--- config.mk ---
export PLATFORM = sky130hd
export DESIGN_NAME = display_source_sequencer_flat
export DESIGN_NICKNAME = d
export VERILOG_FILES = /design/src/rtl/display_pkg.sv /design/src/rtl/display_source_sequencer_if.sv /design/src/rtl/display_source_sequencer_dwell_counter.sv /design/src/rtl/display_source_sequencer.sv /design/src/flat_wrapper.sv
export SDC_FILE = /design/constraint.sdc
export NUM_CORES = 1
export LEC_CHECK = 0
export CAP_MARGIN = 20
export CORE_ASPECT_RATIO = 1.4
export CORE_MARGIN = 2
export CORE_UTILIZATION = 40
export DETAILED_ROUTE_END_ITERATION = 8
export PLACE_DENSITY_LB_ADDON = 0.05
export SETUP_SLACK_MARGIN = 0.05
export SYNTH_ARGS = -nofsm -noshare
export SYNTH_HDL_FRONTEND = slang
export SYNTH_SLANG_ARGS = --single-unit
export TNS_END_PERCENT = 10
--- constraint.sdc ---
create_clock -name clk -period 5.9 [get_ports clk]
set_input_delay 1.475 -clock clk [delete_from_list [all_inputs] [get_ports clk]]
set_output_delay 1.475 -clock clk [all_outputs]
set_load 0.02 [all_outputs]
--- src/rtl/display_pkg.sv ---
// Shared definitions for the display source sequencer: FSM state codes,
// register addresses and CTRL bit positions.
package display_pkg;

    typedef enum logic [1:0] {
        ST_MANUAL = 2'd0,
        ST_SHOW_A = 2'd1,
        ST_SHOW_B = 2'd2,
        ST_BLANK  = 2'd3
    } state_e;

    localparam logic [1:0] ADDR_CTRL    = 2'd0;
    localparam logic [1:0] ADDR_DWELL_A = 2'd1;
    localparam logic [1:0] ADDR_DWELL_B = 2'd2;
    localparam logic [1:0] ADDR_STATUS  = 2'd3;

    localparam int CTRL_AUTO_BIT    = 0;
    localparam int CTRL_MAN_SEL_BIT = 1;

    function automatic logic is_show(state_e s);
        return (s == ST_SHOW_A) || (s == ST_SHOW_B);
    endfunction

endpackage

--- src/rtl/display_source_sequencer_if.sv ---
// Avalon-MM register port of the display source sequencer.
interface display_source_sequencer_if;

    logic [1:0]  address;
    logic        write;
    logic        read;
    logic [31:0] writedata;
    logic [31:0] readdata;

    modport master (output address, write, read, writedata, input readdata);
    modport slave  (input address, write, read, writedata, output readdata);

endinterface

--- src/rtl/display_source_sequencer_dwell_counter.sv ---
// Loadable down-counter that times both the dwell and the blanking gap.
// A load of N yields done after max(N,1) cycles in the loaded state.
module dwell_counter #(
    parameter int CNT_W = 24
) (
    input  logic             clk,
    input  logic             reset,
    input  logic             load,
    input  logic [CNT_W-1:0] load_val,
    output logic [CNT_W-1:0] value,
    output logic             done
);

    logic [CNT_W-1:0] value_q;
    logic [CNT_W-1:0] value_d;

    // NOTE: value_d is given a default before any branch so no latch is inferred.
    always_comb begin
        value_d = value_q;
        if (load) begin
            value_d = (load_val == '0) ? '0 : load_val - CNT_W'(1);
        end else if (value_q != '0) begin
            value_d = value_q - CNT_W'(1);
        end
    end

    // NOTE: flops use <= so every register samples pre-edge values.
    always_ff @(posedge clk or posedge reset) begin
        if (reset) value_q <= '0;
        else       value_q <= value_d;
    end

    assign value = value_q;
    assign done  = (value_q == '0);

endmodule

--- src/rtl/display_source_sequencer.sv ---
// Alternates the RGB output between two sources with programmable dwell times.
// Define SEQ_BLANK_EN to insert a BLANK_CYC-cycle black gap between sources.
module display_source_sequencer
    import display_pkg::*;
#(
    parameter int CNT_W     = 24,
    parameter int BLANK_CYC = 16
) (
    input  logic                        clk,
    input  logic                        reset,
    display_source_sequencer_if.slave   avs,
    input  logic [2:0]                  in_a,
    input  logic [2:0]                  in_b,
    output logic [2:0]                  out,
    output logic                        sel,
    output logic                        swap
);

`ifdef SEQ_BLANK_EN
    localparam state_e AFTER_A = ST_BLANK;
    localparam state_e AFTER_B = ST_BLANK;
`else
    localparam state_e AFTER_A = ST_SHOW_B;
    localparam state_e AFTER_B = ST_SHOW_A;
`endif

    logic [1:0]       ctrl_q, ctrl_d;
    logic [CNT_W-1:0] dwell_a_q, dwell_a_d;
    logic [CNT_W-1:0] dwell_b_q, dwell_b_d;
    logic [31:0]      readdata_q, readdata_d;
    state_e           state_q, state_d;
    logic             from_b_q, from_b_d;
    logic             swap_q, swap_d;

    logic             auto_d;
    logic             cnt_load;
    logic [CNT_W-1:0] cnt_val;
    logic [CNT_W-1:0] cnt_value;
    logic             cnt_done;
    logic             sel_c;
    logic             blank_c;

    dwell_counter #(.CNT_W(CNT_W)) u_counter (
        .clk      (clk),
        .reset    (reset),
        .load     (cnt_load),
        .load_val (cnt_val),
        .value    (cnt_value),
        .done     (cnt_done)
    );

    // Register file and registered read port.
    always_comb begin
        ctrl_d     = ctrl_q;
        dwell_a_d  = dwell_a_q;
        dwell_b_d  = dwell_b_q;
        readdata_d = readdata_q;
        if (avs.write) begin
            case (avs.address)
                ADDR_CTRL: begin
                    ctrl_d[CTRL_AUTO_BIT]    = avs.writedata[CTRL_AUTO_BIT];
                    ctrl_d[CTRL_MAN_SEL_BIT] = avs.writedata[CTRL_MAN_SEL_BIT];
                end
                ADDR_DWELL_A: dwell_a_d = avs.writedata[CNT_W-1:0];
                ADDR_DWELL_B: dwell_b_d = avs.writedata[CNT_W-1:0];
                default: ;
            endcase
        end
        if (avs.read) begin
            case (avs.address)
                ADDR_CTRL:    readdata_d = {30'd0, ctrl_q};
                ADDR_DWELL_A: readdata_d = 32'(dwell_a_q);
                ADDR_DWELL_B: readdata_d = 32'(dwell_b_q);
                default:      readdata_d = {28'd0, ctrl_q[CTRL_AUTO_BIT], sel_c, state_q};
            endcase
        end
    end

    // AUTO takes effect on the same edge that captures the CTRL write.
    assign auto_d = ctrl_d[CTRL_AUTO_BIT];

    // Next state, counter load and swap pulse.
    always_comb begin
        state_d = state_q;
        case (state_q)
            ST_MANUAL: state_d = ST_SHOW_A;
            ST_SHOW_A: if (cnt_done) state_d = AFTER_A;
            ST_SHOW_B: if (cnt_done) state_d = AFTER_B;
            default:   if (cnt_done) state_d = from_b_q ? ST_SHOW_A : ST_SHOW_B;
        endcase
        if (!auto_d) state_d = ST_MANUAL;

        from_b_d = from_b_q;
        if (state_q == ST_SHOW_A) from_b_d = 1'b0;
        if (state_q == ST_SHOW_B) from_b_d = 1'b1;

        cnt_load = (state_d != state_q);
        case (state_d)
            ST_SHOW_A: cnt_val = dwell_a_q;
            ST_SHOW_B: cnt_val = dwell_b_q;
            ST_BLANK:  cnt_val = CNT_W'(BLANK_CYC);
            default:   cnt_val = '0;
        endcase

        swap_d = is_show(state_d) && (state_q != ST_MANUAL) && (state_d != state_q);
    end

    always_ff @(posedge clk or posedge reset) begin
        if (reset) begin
            ctrl_q     <= '0;
            dwell_a_q  <= '0;
            dwell_b_q  <= '0;
            readdata_q <= '0;
            state_q    <= ST_MANUAL;
            from_b_q   <= 1'b0;
            swap_q     <= 1'b0;
        end else begin
            ctrl_q     <= ctrl_d;
            dwell_a_q  <= dwell_a_d;
            dwell_b_q  <= dwell_b_d;
            readdata_q <= readdata_d;
            state_q    <= state_d;
            from_b_q   <= from_b_d;
            swap_q     <= swap_d;
        end
    end

    // Outputs decoded from the current state; BLANK keeps the previous source.
    always_comb begin
        sel_c   = 1'b0;
        blank_c = 1'b0;
        case (state_q)
            ST_MANUAL: sel_c = ctrl_q[CTRL_MAN_SEL_BIT];
            ST_SHOW_A: sel_c = 1'b0;
            ST_SHOW_B: sel_c = 1'b1;
            default: begin
                sel_c   = from_b_q;
                blank_c = 1'b1;
            end
        endcase
    end

    assign out          = blank_c ? 3'b000 : (sel_c ? in_b : in_a);
    assign sel          = sel_c;
    assign swap         = swap_q;
    assign avs.readdata = readdata_q;

    // Bits not consumed by the register file or the FSM.
    logic unused_bits;
    assign unused_bits = ^{cnt_value, avs.writedata};

endmodule

--- src/flat_wrapper.sv ---
// flat-port wrapper written by rule: the top's interface ports become plain ports
module display_source_sequencer_flat import display_pkg::*;
#(
    parameter int CNT_W     = 24,
    parameter int BLANK_CYC = 16
)
  (clk, reset, in_a, in_b, out, sel, swap, avs_address, avs_write, avs_read, avs_writedata, avs_readdata);
  display_source_sequencer_if avs_i ();
  input  logic clk;
  input  logic reset;
  input  logic [2:0] in_a;
  input  logic [2:0] in_b;
  output logic [2:0] out;
  output logic sel;
  output logic swap;
  input wire logic [$bits(avs_i.address)-1:0] avs_address;
  input wire logic [$bits(avs_i.write)-1:0] avs_write;
  input wire logic [$bits(avs_i.read)-1:0] avs_read;
  input wire logic [$bits(avs_i.writedata)-1:0] avs_writedata;
  output wire logic [$bits(avs_i.readdata)-1:0] avs_readdata;
  assign avs_i.address = avs_address;
  assign avs_i.write = avs_write;
  assign avs_i.read = avs_read;
  assign avs_i.writedata = avs_writedata;
  assign avs_readdata = avs_i.readdata;
  display_source_sequencer #(.CNT_W(CNT_W), .BLANK_CYC(BLANK_CYC)) u_core (.clk(clk), .reset(reset), .avs(avs_i), .in_a(in_a), .in_b(in_b), .out(out), .sel(sel), .swap(swap));
endmodule
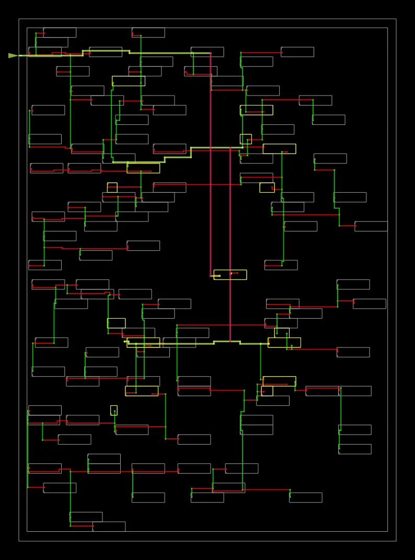
run_1/clocks.png
Worst-Skew Late Latency: 0.35 ns
Num CTS Buffers: 9
Flop Count: 102

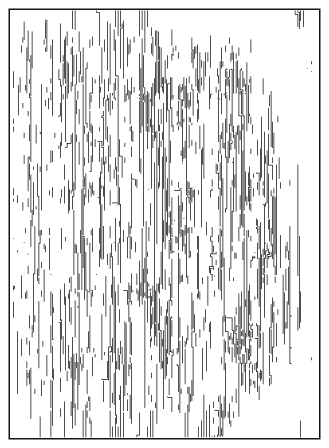
run_1/layer_met2.png
longest straight run = 62.6 µm
nets with wire on the layer = 560
main direction = vertical
share of all routed wire = 51%
wire length on this layer = 7410 µm
final WL: 14.6 mm
vias: 4381
GR Layer Usage met2: 0.331

==> out/qor.yml, run 1 <==
status: "complete, no violations"
switching_share: 0.374
place_ws_ns: 0.344
cts-root-buf: "clkbuf_16"
synthesis.area_um2: 5820
num_tap_cells: 189
ys.flops: 102
cts_tree: "built"
top_area_frac: 0.439
fin_ws_ns: 0.711
grt_usage: 0.196
warnings: 42
multiInputCombCellCount: 410
maxSlewViolCount: 0
yosys.stat.chipArea_um2: 5820
period_needed_ns: 5.19
irDropWorstVdd_mv: 0.164
required_ns: 6.10
arrival_ns: 5.39
use_met3: 0.0335
worstMarginPinSlew_ns: 0.892
clock_power_uw: 600
comb_area_um2: 3050
clk_share: 0.0417
cts_setup_buffers: 0
final_cell_mix: "dfrtp_1 (102), nor2_1 (68), clkdlybuf4s50_1 (64), mux2_2 (54), a22oi_1 (41)"
r2r_start: "u_core.u_counter.value[12]"
ys_sh_simple: 0.147
drv_cap: 0
fp_util: 0.406
placed_cells: 791
syn_inst: 550
yosys.area_share.adder: 0.0258
p_total_uw: 2570
grt_first_pass_wirelength_mm: 24.1
max_freq_mhz: 193
crit_type: "input port to flip-flop"
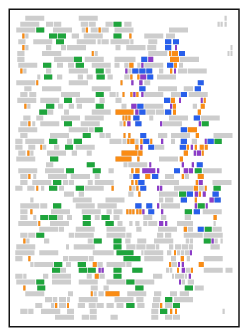
run_1/logic_types.png
NAND gates -> purple  # cells 53
multiplexers -> green  # cells 69, where widely spread
XOR/XNOR gates -> blue  # cells 43
NOR gates -> orange  # cells 100, where widely spread
most frequent logic cell in the layout: dfrtp_1
logic share of the area: 0.437
Layout Cells excl Fill: 808

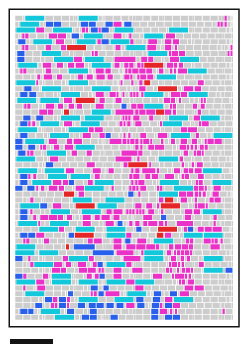
run_1/placement_by_type.png
Bar = 20 µm. Fill, decap, tap and diode cells in grey.
other buffers and delay cells -> blue  # cells 82, share of their area 12%
flops -> cyan  # cells 102, share of their area 38%
combinational and other logic -> magenta  # cells 419, share of their area 46%
clock drivers and dummy loads -> red  # cells 16, share of their area 4.3%
FP Rows: 52
Core ar.: 14300 µm²
flop share of the area: 0.366
Util after Layout: 0.488
post-route cell area: 6980 µm²

run_1/sizes.png
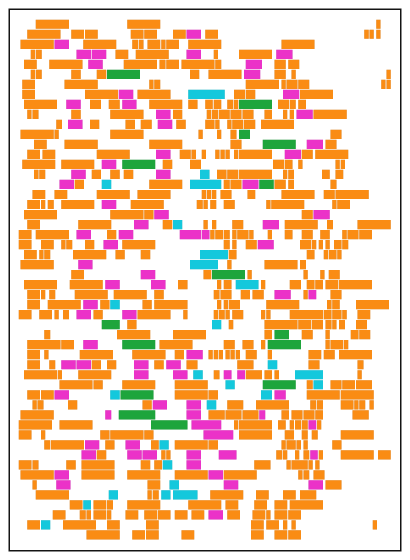

==> run 1 -> run 2 <==
--- a/config.mk
+++ b/config.mk
@@ -5,10 +5,9 @@
 export SDC_FILE = /design/constraint.sdc
 export NUM_CORES = 1
 export LEC_CHECK = 0
-export CAP_MARGIN = 20
 export CORE_ASPECT_RATIO = 1.4
 export CORE_MARGIN = 2
-export CORE_UTILIZATION = 40
+export CORE_UTILIZATION = 55
 export DETAILED_ROUTE_END_ITERATION = 8
 export PLACE_DENSITY_LB_ADDON = 0.05
 export SETUP_SLACK_MARGIN = 0.05
==> constraint.sdc (replaced) <==
create_clock -name clk -period 5.5 [get_ports clk]
set_input_delay 1.375 -clock clk [delete_from_list [all_inputs] [get_ports clk]]
set_output_delay 1.375 -clock clk [all_outputs]
set_load 0.02 [all_outputs]
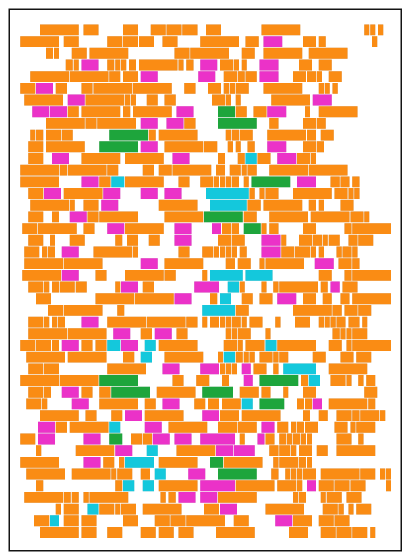
run_2/sizes.png
_6 and larger -> green  # cells 15, most used clkbuf_16
_2 cells -> magenta  # cells 79, most used mux2_2
_0 and _1 cells -> orange  # cells 498, most used dfrtp_1
_3 and _4 cells -> cyan  # cells 25, most used buf_4
setup ws final: 0.560 ns
Signal buffers: 80
post-route cell area: 6880 µm²
synthesis-to-finish area growth: 18.4%

==> out/qor.yml, run 2 <==
status: "complete, no violations"
warnings: 42  # unchanged
clock_power_uw: 638  # +6.3%
placed_cells: 739  # -6.6%
r2r_start: "u_core.u_counter.value[12]"
num_vias: 4440  # +1.3%
p_total_uw: 2740  # +6.7%
grt_usage: 0.238  # +0.0415
grt_first_pass_wirelength_mm: 22.1  # -8.5%
crit_type: "input port to flip-flop"
clk-insertion-delay-late_ns: 0.35  # about the same
clk_share: 0.0434  # +0.00169
switching_share: 0.372  # -0.00215
utilization: 0.665  # +0.177
required_ns: 5.69  # -0.41 ns
seq_share: 0.371  # +0.00525
stdcell_count: 755  # -6.6%
cts_tree: "built"
num_tap_cells: 138  # -27%
cts-root-buf: "clkbuf_16"
